## src/rtl/secant_search_ctrl_if.sv

```systemverilog
// ---------------------------------------------------------------------------
// secant_search_ctrl_if
// Handshake/bus bundle between the secant search controller and the analog
// front end plus the host that starts a search.
//   start         : one-cycle search request
//   meas_valid    : q_measured is valid this cycle
//   q_desired     : target measurement (latched by the controller at start)
//   q_measured    : front-end measurement, unsigned
//   i_ref_setup   : first operating point x0 (latched at start)
//   i_ref         : current reference driven into the front end
//   busy/done     : search in progress / search finished
//   converged     : valid with done, tolerance met
//   went_unstable : valid with done, flat slope, stall or iteration limit
//   iter_count    : secant updates performed in the current/last search
// slave modport is the controller side, master is the host/front-end side.
// ---------------------------------------------------------------------------
interface secant_search_ctrl_if #(
    parameter int unsigned BUS_WIDTH = 10,
    parameter int unsigned ITER_W    = 4
);
    logic                 start;
    logic                 meas_valid;
    logic [BUS_WIDTH-1:0] q_desired;
    logic [BUS_WIDTH-1:0] q_measured;
    logic [BUS_WIDTH-1:0] i_ref_setup;
    logic [BUS_WIDTH-1:0] i_ref;
    logic                 busy;
    logic                 done;
    logic                 converged;
    logic                 went_unstable;
    logic [ITER_W-1:0]    iter_count;

    modport slave (
        input  start, meas_valid, q_desired, q_measured, i_ref_setup,
        output i_ref, busy, done, converged, went_unstable, iter_count
    );

    modport master (
        output start, meas_valid, q_desired, q_measured, i_ref_setup,
        input  i_ref, busy, done, converged, went_unstable, iter_count
    );
endinterface

```

## src/rtl/secant_search_ctrl.sv

```systemverilog
// ---------------------------------------------------------------------------
// secant_search_ctrl
// Fixed-point secant search for the front-end current reference. Drives
// i_ref, waits SETTLE_CYCLES after every change, captures the error
// e = q_measured - q_desired on meas_valid and iterates
//   x_new = clamp(x1 - e1*(x1-x0)/(e1-e0))
// until |e| <= TOL, the slope is flat, the update stalls, or MAX_ITER
// updates have been made. The division is a restoring divider producing
// one quotient bit per clock on magnitudes, truncating toward zero.
// Ports:
//   clk  : system clock
//   rst  : asynchronous active-low reset
//   bus  : secant_search_ctrl_if.slave (handshake, measurement, status)
// ---------------------------------------------------------------------------
module secant_search_ctrl #(
    parameter int unsigned BUS_WIDTH     = 10,
    parameter int unsigned TOL           = 30,
    parameter int unsigned DELTA         = 64,
    parameter int unsigned SETTLE_CYCLES = 16,
    parameter int unsigned MAX_ITER      = 8,
    parameter int unsigned ITER_W        = 4
) (
    input  logic                 clk,
    input  logic                 rst,
    secant_search_ctrl_if.slave  bus
);
    localparam int unsigned W  = BUS_WIDTH;
    localparam int unsigned EW = W + 1;        // error width (signed)
    localparam int unsigned DW = W + 2;        // denominator width (signed)
    localparam int unsigned NW = 2 * W + 2;    // numerator / quotient width
    localparam int unsigned RW = DW + 1;       // partial remainder after shift
    localparam int unsigned XW = NW + 2;       // full-width update before clamp
    localparam int unsigned SW = $clog2(SETTLE_CYCLES + 1);
    localparam int unsigned CW = $clog2(NW + 1);
    localparam logic [W-1:0] XMAX = '1;

    typedef enum logic [2:0] {
        S_IDLE, S_SETTLE, S_WAIT, S_EVAL, S_DIVIDE, S_UPDATE, S_DONE
    } state_t;

    state_t            state_q, state_d;
    logic [W-1:0]      iref_q, iref_d;
    logic [W-1:0]      x0_q, x0_d;
    logic [W-1:0]      x1_q, x1_d;
    logic [W-1:0]      qd_q, qd_d;
    logic [EW-1:0]     e0_q, e0_d;
    logic [EW-1:0]     e1_q, e1_d;
    logic              pt1_q, pt1_d;
    logic [ITER_W-1:0] iter_q, iter_d;
    logic [SW-1:0]     scnt_q, scnt_d;
    logic [CW-1:0]     dcnt_q, dcnt_d;
    logic [DW-1:0]     rem_q, rem_d;
    logic [NW-1:0]     quo_q, quo_d;
    logic [DW-1:0]     dvsr_q, dvsr_d;
    logic              neg_q, neg_d;
    logic              busy_q, busy_d;
    logic              done_q, done_d;
    logic              conv_q, conv_d;
    logic              unst_q, unst_d;

    logic [W:0]        x1_sum;
    logic [W-1:0]      x1_start;
    logic [EW-1:0]     e_meas;
    logic [EW-1:0]     e_abs;
    logic [EW-1:0]     dx;
    logic [NW-1:0]     num;
    logic [DW-1:0]     den;
    logic [NW-1:0]     num_abs;
    logic [DW-1:0]     den_abs;
    logic [RW-1:0]     shifted;
    logic [RW-1:0]     dvsr_ext;
    logic [XW-1:0]     xfull;
    logic [W-1:0]      xnew;

    always_ff @(posedge clk or negedge rst) begin
        if (!rst) begin
            state_q <= S_IDLE;
            iref_q  <= '0;
            x0_q    <= '0;
            x1_q    <= '0;
            qd_q    <= '0;
            e0_q    <= '0;
            e1_q    <= '0;
            pt1_q   <= 1'b0;
            iter_q  <= '0;
            scnt_q  <= '0;
            dcnt_q  <= '0;
            rem_q   <= '0;
            quo_q   <= '0;
            dvsr_q  <= '0;
            neg_q   <= 1'b0;
            busy_q  <= 1'b0;
            done_q  <= 1'b0;
            conv_q  <= 1'b0;
            unst_q  <= 1'b0;
        end else begin
            state_q <= state_d;
            iref_q  <= iref_d;
            x0_q    <= x0_d;
            x1_q    <= x1_d;
            qd_q    <= qd_d;
            e0_q    <= e0_d;
            e1_q    <= e1_d;
            pt1_q   <= pt1_d;
            iter_q  <= iter_d;
            scnt_q  <= scnt_d;
            dcnt_q  <= dcnt_d;
            rem_q   <= rem_d;
            quo_q   <= quo_d;
            dvsr_q  <= dvsr_d;
            neg_q   <= neg_d;
            busy_q  <= busy_d;
            done_q  <= done_d;
            conv_q  <= conv_d;
            unst_q  <= unst_d;
        end
    end

    always_comb begin
        state_d = state_q;
        iref_d  = iref_q;
        x0_d    = x0_q;
        x1_d    = x1_q;
        qd_d    = qd_q;
        e0_d    = e0_q;
        e1_d    = e1_q;
        pt1_d   = pt1_q;
        iter_d  = iter_q;
        scnt_d  = scnt_q;
        dcnt_d  = dcnt_q;
        rem_d   = rem_q;
        quo_d   = quo_q;
        dvsr_d  = dvsr_q;
        neg_d   = neg_q;
        busy_d  = busy_q;
        done_d  = done_q;
        conv_d  = conv_q;
        unst_d  = unst_q;

        // Second starting point, saturated at full scale.
        x1_sum   = {1'b0, bus.i_ref_setup} + EW'(DELTA);
        x1_start = x1_sum[W] ? XMAX : x1_sum[W-1:0];

        e_meas = {1'b0, bus.q_measured} - {1'b0, qd_q};
        e_abs  = e1_q[EW-1] ? -e1_q : e1_q;

        // Sign-extended operands: the low NW bits of an unsigned product of
        // two's-complement values equal the signed product.
        dx      = {1'b0, x1_q} - {1'b0, x0_q};
        num     = {{(NW-EW){e1_q[EW-1]}}, e1_q} * {{(NW-EW){dx[EW-1]}}, dx};
        den     = {e1_q[EW-1], e1_q} - {e0_q[EW-1], e0_q};
        num_abs = num[NW-1] ? -num : num;
        den_abs = den[DW-1] ? -den : den;

        shifted  = {rem_q, quo_q[NW-1]};
        dvsr_ext = {1'b0, dvsr_q};

        // x1 - q with q = +/-quo; clamp to [0, XMAX].
        xfull = neg_q ? ({{(XW-W){1'b0}}, x1_q} + {{(XW-NW){1'b0}}, quo_q})
                      : ({{(XW-W){1'b0}}, x1_q} - {{(XW-NW){1'b0}}, quo_q});
        if (xfull[XW-1])
            xnew = '0;
        else if (|xfull[XW-2:W])
            xnew = XMAX;
        else
            xnew = xfull[W-1:0];

        case (state_q)
            S_IDLE, S_DONE: begin
                if (bus.start) begin
                    qd_d    = bus.q_desired;
                    x0_d    = bus.i_ref_setup;
                    x1_d    = x1_start;
                    iref_d  = bus.i_ref_setup;
                    pt1_d   = 1'b0;
                    iter_d  = '0;
                    scnt_d  = '0;
                    busy_d  = 1'b1;
                    done_d  = 1'b0;
                    conv_d  = 1'b0;
                    unst_d  = 1'b0;
                    state_d = S_SETTLE;
                end
            end
            S_SETTLE: begin
                if (scnt_q == SW'(SETTLE_CYCLES - 1)) begin
                    scnt_d  = '0;
                    state_d = S_WAIT;
                end else begin
                    scnt_d = scnt_q + SW'(1);
                end
            end
            S_WAIT: begin
                if (bus.meas_valid) begin
                    e1_d    = e_meas;
                    state_d = S_EVAL;
                end
            end
            S_EVAL: begin
                if (e_abs <= EW'(TOL)) begin
                    conv_d  = 1'b1;
                    busy_d  = 1'b0;
                    done_d  = 1'b1;
                    state_d = S_DONE;
                end else if (!pt1_q) begin
                    e0_d    = e1_q;
                    pt1_d   = 1'b1;
                    iref_d  = x1_q;
                    state_d = S_SETTLE;
                end else if (iter_q == ITER_W'(MAX_ITER)) begin
                    unst_d  = 1'b1;
                    busy_d  = 1'b0;
                    done_d  = 1'b1;
                    state_d = S_DONE;
                end else begin
                    dcnt_d  = '0;
                    state_d = S_DIVIDE;
                end
            end
            S_DIVIDE: begin
                // Count 0 loads magnitudes (or bails on a flat slope);
                // counts 1..NW each retire one quotient bit.
                if (dcnt_q == '0) begin
                    if (den == '0) begin
                        unst_d  = 1'b1;
                        busy_d  = 1'b0;
                        done_d  = 1'b1;
                        state_d = S_DONE;
                    end else begin
                        quo_d  = num_abs;
                        rem_d  = '0;
                        dvsr_d = den_abs;
                        neg_d  = num[NW-1] ^ den[DW-1];
                        dcnt_d = CW'(1);
                    end
                end else begin
                    if (shifted >= dvsr_ext) begin
                        rem_d = DW'(shifted - dvsr_ext);
                        quo_d = {quo_q[NW-2:0], 1'b1};
                    end else begin
                        rem_d = DW'(shifted);
                        quo_d = {quo_q[NW-2:0], 1'b0};
                    end
                    if (dcnt_q == CW'(NW))
                        state_d = S_UPDATE;
                    else
                        dcnt_d = dcnt_q + CW'(1);
                end
            end
            S_UPDATE: begin
                if (xnew == x1_q) begin
                    unst_d  = 1'b1;
                    busy_d  = 1'b0;
                    done_d  = 1'b1;
                    state_d = S_DONE;
                end else begin
                    x0_d    = x1_q;
                    e0_d    = e1_q;
                    x1_d    = xnew;
                    iref_d  = xnew;
                    iter_d  = iter_q + ITER_W'(1);
                    state_d = S_SETTLE;
                end
            end
            default: state_d = S_IDLE;
        endcase
    end

    assign bus.i_ref         = iref_q;
    assign bus.busy          = busy_q;
    assign bus.done          = done_q;
    assign bus.converged     = conv_q;
    assign bus.went_unstable = unst_q;
    assign bus.iter_count    = iter_q;
endmodule

```

## src/flat_wrapper.sv

```systemverilog
// flat-port wrapper written by rule: the top's interface ports become plain ports
module secant_search_ctrl_flat 
#(
    parameter int unsigned BUS_WIDTH     = 10,
    parameter int unsigned TOL           = 30,
    parameter int unsigned DELTA         = 64,
    parameter int unsigned SETTLE_CYCLES = 16,
    parameter int unsigned MAX_ITER      = 8,
    parameter int unsigned ITER_W        = 4
)
  (clk, rst, bus_start, bus_meas_valid, bus_q_desired, bus_q_measured, bus_i_ref_setup, bus_i_ref, bus_busy, bus_done, bus_converged, bus_went_unstable, bus_iter_count);
  secant_search_ctrl_if #(.BUS_WIDTH(BUS_WIDTH), .ITER_W(ITER_W)) bus_i ();
  input  logic clk;
  input  logic rst;
  input wire logic [$bits(bus_i.start)-1:0] bus_start;
  input wire logic [$bits(bus_i.meas_valid)-1:0] bus_meas_valid;
  input wire logic [$bits(bus_i.q_desired)-1:0] bus_q_desired;
  input wire logic [$bits(bus_i.q_measured)-1:0] bus_q_measured;
  input wire logic [$bits(bus_i.i_ref_setup)-1:0] bus_i_ref_setup;
  output wire logic [$bits(bus_i.i_ref)-1:0] bus_i_ref;
  output wire logic [$bits(bus_i.busy)-1:0] bus_busy;
  output wire logic [$bits(bus_i.done)-1:0] bus_done;
  output wire logic [$bits(bus_i.converged)-1:0] bus_converged;
  output wire logic [$bits(bus_i.went_unstable)-1:0] bus_went_unstable;
  output wire logic [$bits(bus_i.iter_count)-1:0] bus_iter_count;
  assign bus_i.start = bus_start;
  assign bus_i.meas_valid = bus_meas_valid;
  assign bus_i.q_desired = bus_q_desired;
  assign bus_i.q_measured = bus_q_measured;
  assign bus_i.i_ref_setup = bus_i_ref_setup;
  assign bus_i_ref = bus_i.i_ref;
  assign bus_busy = bus_i.busy;
  assign bus_done = bus_i.done;
  assign bus_converged = bus_i.converged;
  assign bus_went_unstable = bus_i.went_unstable;
  assign bus_iter_count = bus_i.iter_count;
  secant_search_ctrl #(.BUS_WIDTH(BUS_WIDTH), .TOL(TOL), .DELTA(DELTA), .SETTLE_CYCLES(SETTLE_CYCLES), .MAX_ITER(MAX_ITER), .ITER_W(ITER_W)) u_core (.clk(clk), .rst(rst), .bus(bus_i));
endmodule
```

## config.mk

```make
export PLATFORM = sky130hd
export DESIGN_NAME = secant_search_ctrl_flat
export DESIGN_NICKNAME = d
export VERILOG_FILES = /design/src/rtl/secant_search_ctrl_if.sv /design/src/rtl/secant_search_ctrl.sv /design/src/flat_wrapper.sv
export SDC_FILE = /design/constraint.sdc
export NUM_CORES = 1
export LEC_CHECK = 0
export CORE_UTILIZATION = 69
export DETAILED_ROUTE_END_ITERATION = 7
export PLACE_DENSITY_LB_ADDON = 0.25
export RECOVER_POWER = 25
export SLEW_MARGIN = 20
export SYNTH_ARGS = -nofsm -noshare
export SYNTH_HDL_FRONTEND = slang
export SYNTH_SLANG_ARGS = --single-unit
```

## constraint.sdc

```tcl
create_clock -name clk -period 15.39 [get_ports clk]
set_clock_uncertainty 0.1 [all_clocks]
set_input_delay 3.078 -clock clk [delete_from_list [all_inputs] [get_ports clk]]
set_output_delay 3.078 -clock clk [all_outputs]
set_load 0.03 [all_outputs]
```

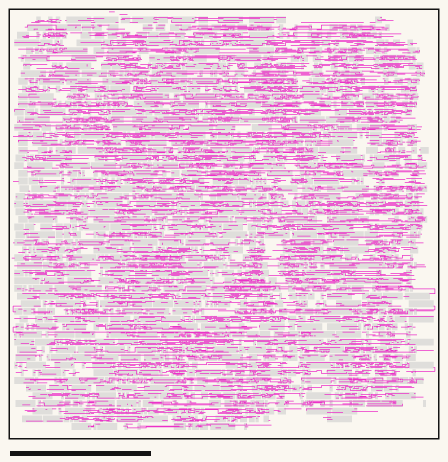
run_1/met1.png
Bar = 50 µm.
The layer carries 16400 µm of wire. The longest straight run is 43.7 µm.
vias post-DR: 13400
routed wire length: 39900 µm

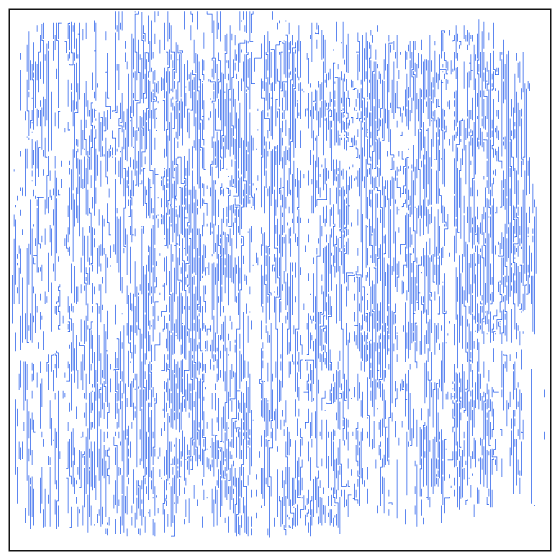
run_1/met2.png
1786 nets have wire on it. The layer carries 18700 µm of wire. The longest straight run is 59.3 µm. The layer holds 47% of the routed length.
GR Util met2: 58.8%

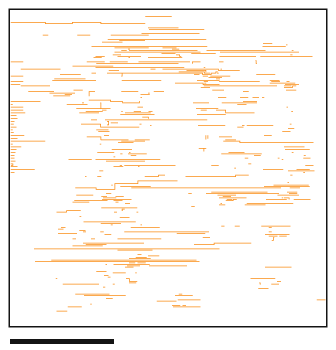
run_1/met3.png
Bar = 50 µm.
The layer carries 3260 µm of wire. The longest straight run is 88.8 µm. The wires run mostly horizontal. 216 nets have wire on it.
M3 GR Usage: 7.16%

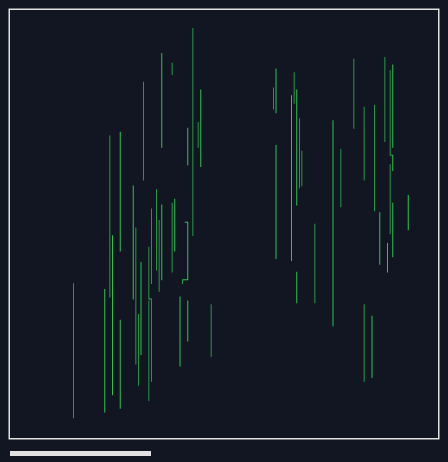
run_1/met4.png
Bar = 50 µm.
The longest straight run is 73.4 µm. The layer carries 1590 µm of wire.

==> flow_summary.json, run 1 <==
{
  "ys_sh_adder_pct": 25.7,
  "inverters": 270,
  "met3WireLength_um": 3260,
  "r2r_cells": 36,
  "clk_pin_slew_ps": 70,
  "core_um2": 21900,
  "numPortBuffers": 51,
  "layout_top_cell": "inv_1",
  "status": "complete, but fails checks",
  "nNetsFinal": 2110,
  "comb_area_um2": 10800,
  "drc": 0,
  "maxSlewViolCount": 134,
  "fp_nets": 2112,
  "violations": "capacitance limit, slew limit",
  "yosys-stat-cells": 1835,
  "holdPathStages": 1,
  "critPathSlowestCell": "fa_1",
  "rrSetupSlack_ps": 6240,
  "netlist_area_um2": 15500,
  "cts_resized": 0,
  "path_class": "register to register",
  "largest_register_ffs": 22,
  "fp.dieW_um": 152,
  "top_regs": "u_core.quo_q: 22 flops, u_core.dvsr_q: 12 flops, u_core.rem_q: 12 flops",
  "max_stage_delay_ps": 560,
  "ys.flops": 131,
  "required_ps": 15650,
  "fin_ws_ps": 6240,
  "initial_core_util_pct": 70.7,
  "wl_met2_um": 18700,
  "gp_congestion": 0.988,
  "hold_viol": 0,
  "cts_tree": "built",
  "rsz0062_at_grt": "no",
  "synth_area_per_cell_um2": 8.43,
  "maxCapViolCount": 2,
  "synth.area.top_cells": "dfrtp_1 (21%), fa_1 (16%), ha_1 (9.6%), inv_1 (6.5%), nand2_1 (4.6%)",
  "clk_share_pct": 3.65,
  "period_needed_ps": 9150,
  "wl_met1_um": 16400,
  "track_usage_pct": 36.4,
  "cp.depth": 36,
  "die_area_um2": 23000,
  "bufAreaShareNonClock_pct": 3.50,
  "area_delta_synth_final_pct": 7.78,
  "wire_per_inst_um": 18.8,
  "nMultiInputCombCells": 1351,
  "yosysWarnings": 0,
  "yosysSeqAreaShare_pct": 21.2,
  "io_pins": 52
}
[run 1: synth_stat cells, types with 13 or more instances]
library cell,instances
clkbuf_1,65
mux2_2,18
xor2_1,27
a221o_1,20
a21oi_1,78
o31ai_1,20
xnor2_1,64
nor2_1,117
o21ai_0,126
and2_1,62
inv_1,269
nor2b_1,32
a211oi_1,16
ha_1,119
nand3_1,24
o21bai_1,13
a21o_1,23
dfrtp_1,131
nor3_1,28
nand2_1,189
mux2i_1,20
nand2b_1,21
fa_1,124
[run 1: through the flow]
stage | area, µm² | hold slack (ps) | cells | util, %
finish | 16700 | 389 | 2126 | 76.2
global placement | 16100 | 369 | 2094 | 73.4
detailed placement | 16100 | 375 | 2094 | 73.4
CTS | 16700 | 390 | 2126 | 76.2
floorplan | 15500 | 350 | 1835 | -
global route | 16700 | 421 | 2126 | 76.2
## Run 2: what changed since run 1
--- a/config.mk
+++ b/config.mk
@@ -5,7 +5,7 @@
 export SDC_FILE = /design/constraint.sdc
 export NUM_CORES = 1
 export LEC_CHECK = 0
-export CORE_UTILIZATION = 69
+export CORE_UTILIZATION = 64
 export DETAILED_ROUTE_END_ITERATION = 7
 export PLACE_DENSITY_LB_ADDON = 0.25
 export RECOVER_POWER = 25
==> constraint.sdc (replaced) <==
create_clock -name clk -period 8.5 [get_ports clk]
set_clock_uncertainty 0.1 [all_clocks]
set_input_delay 1.7 -clock clk [delete_from_list [all_inputs] [get_ports clk]]
set_output_delay 1.7 -clock clk [all_outputs]
set_load 0.03 [all_outputs]
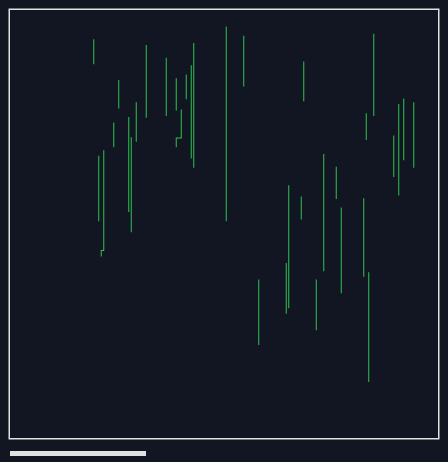
run_2/met4.png
Bar = 50 µm.
The wires run mostly vertical. 29 nets have wire on it. The layer holds 2.1% of the routed length. The layer carries 844 µm of wire.
routed wire length: 40400 µm
vias post-DR: 13300

==> run 2 against run 1 <==
Compared with the run above: the flow still finishes with violations (capacitance limit, slew limit); global-route usage fell by 2.2 points; register-to-register slack got worse by 5900 ps; non-clock buffer count rose by 16; setup slack got worse by 5900 ps; design area rose by 1.3%; first-iteration DRC count rose by 3.4%; die area rose by 7.7%; synthesized cell count did not move.
==> flow_summary.json, run 2 <==
{
  "status": "complete, but fails checks",
  "violations": "capacitance limit, slew limit",
  "drc": 0,
  "gp_congestion": 0.952,
  "wl_met2_um": 19000,
  "layout_top_cell": "inv_1",
  "rrSetupSlack_ps": 380,
  "yosysWarnings": 0,
  "top_regs": "u_core.quo_q: 22 flops, u_core.dvsr_q: 12 flops, u_core.rem_q: 12 flops",
  "seqCellArea_um2": 3280,
  "r2r_cells": 36,
  "area_delta_synth_final_pct": 9.13,
  "required_ps": 8690,
  "tightest_slew_ps": 3200,
  "stdcell_count": 2181,
  "clk_pin_slew_ps": 70,
  "post-synth-top-count-cell": "inv_1",
  "yosysSeqAreaShare_pct": 21.2,
  "initial_core_util_pct": 65.5,
  "cts-root-buf": "clkbuf_16",
  "synth.area.top_cells": "dfrtp_1 (21%), fa_1 (16%), ha_1 (9.6%), inv_1 (6.5%), nand2_1 (4.6%)",
  "met2_usage_pct": 57.3,
  "wire_per_inst_um": 18.5,
  "ys_area_um2": 15500,
  "critPathSlowestCell": "fa_1",
  "comb_area_um2": 10900,
  "dp_cells": 2148,
  "dpl_cell_area_um2": 16200,
  "nNetsFinal": 2126,
  "nMultiInputCombCells": 1351,
  "worstPathArrival_ps": 8310,
  "yosys-stat-cells": 1835,
  "path_class": "register to register",
  "common_cells": "inv_1 (269), nand2_1 (189), dfrtp_1 (131), o21ai_0 (126), fa_1 (124)",
  "netlist_area_um2": 15500,
  "die_area_um2": 24800,
  "fin_ws_ps": 376,
  "die_height_um": 157,
  "ff_type": "dfrtp_1",
  "track_usage_pct": 34.1,
  "hold_viol": 0,
  "ys.flops": 131,
  "maxSlewViolCount": 134,
  "whs_ps": 385,
  "cts_setup_buffers": 0,
  "cts_resized": 0,
  "period_needed_ps": 8120,
  "holdPathStages": 2,
  "gr-usage-met3_pct": 5.51,
  "final_util_pct": 71.5,
  "regMostFlops": "u_core.quo_q",
  "maxCapViolCount": 2,
  "bufAreaShareNonClock_pct": 4.15,
  "largest_register_ffs": 22,
  "cts_tree": "built",
  "met3WireLength_um": 3020,
  "core_um2": 23600,
  "numPortBuffers": 51,
  "max_stage_delay_ps": 550,
  "wl_met1_um": 17500,
  "fp.dieW_um": 157,
  "clk_share_pct": 3.48,
  "io_pins": 52,
  "dp_hpwl_um": 30800,
  "inverters": 270,
  "fp_nets": 2112,
  "design_area_um2": 16900,
  "synth_area_per_cell_um2": 8.43
}
==> run 2: cell families after synthesis <==
group | after synthesis | synth area share, %
simple gates | 562 | 18.2
compound gates | 415 | 18.2
buf+inv | 353 | 8.93
fa+ha+maj | 243 | 25.7
flops | 131 | 21.2
xor+xnor | 91 | 5.15
mux | 40 | 2.75
==> run 2: worst max-delay path, delay by kind of cell (launching register included) <==
kind | cells | cell delay [ps]
AND-OR/OR-AND | 13 | 2320
XOR/XNOR | 1 | 160
adder cells (fa/ha/maj) | 8 | 3450
buffers and inverters | 5 | 340
flip-flops | 1 | 380
multiplexers | 1 | 170
AND/OR/NAND/NOR | 8 | 1040
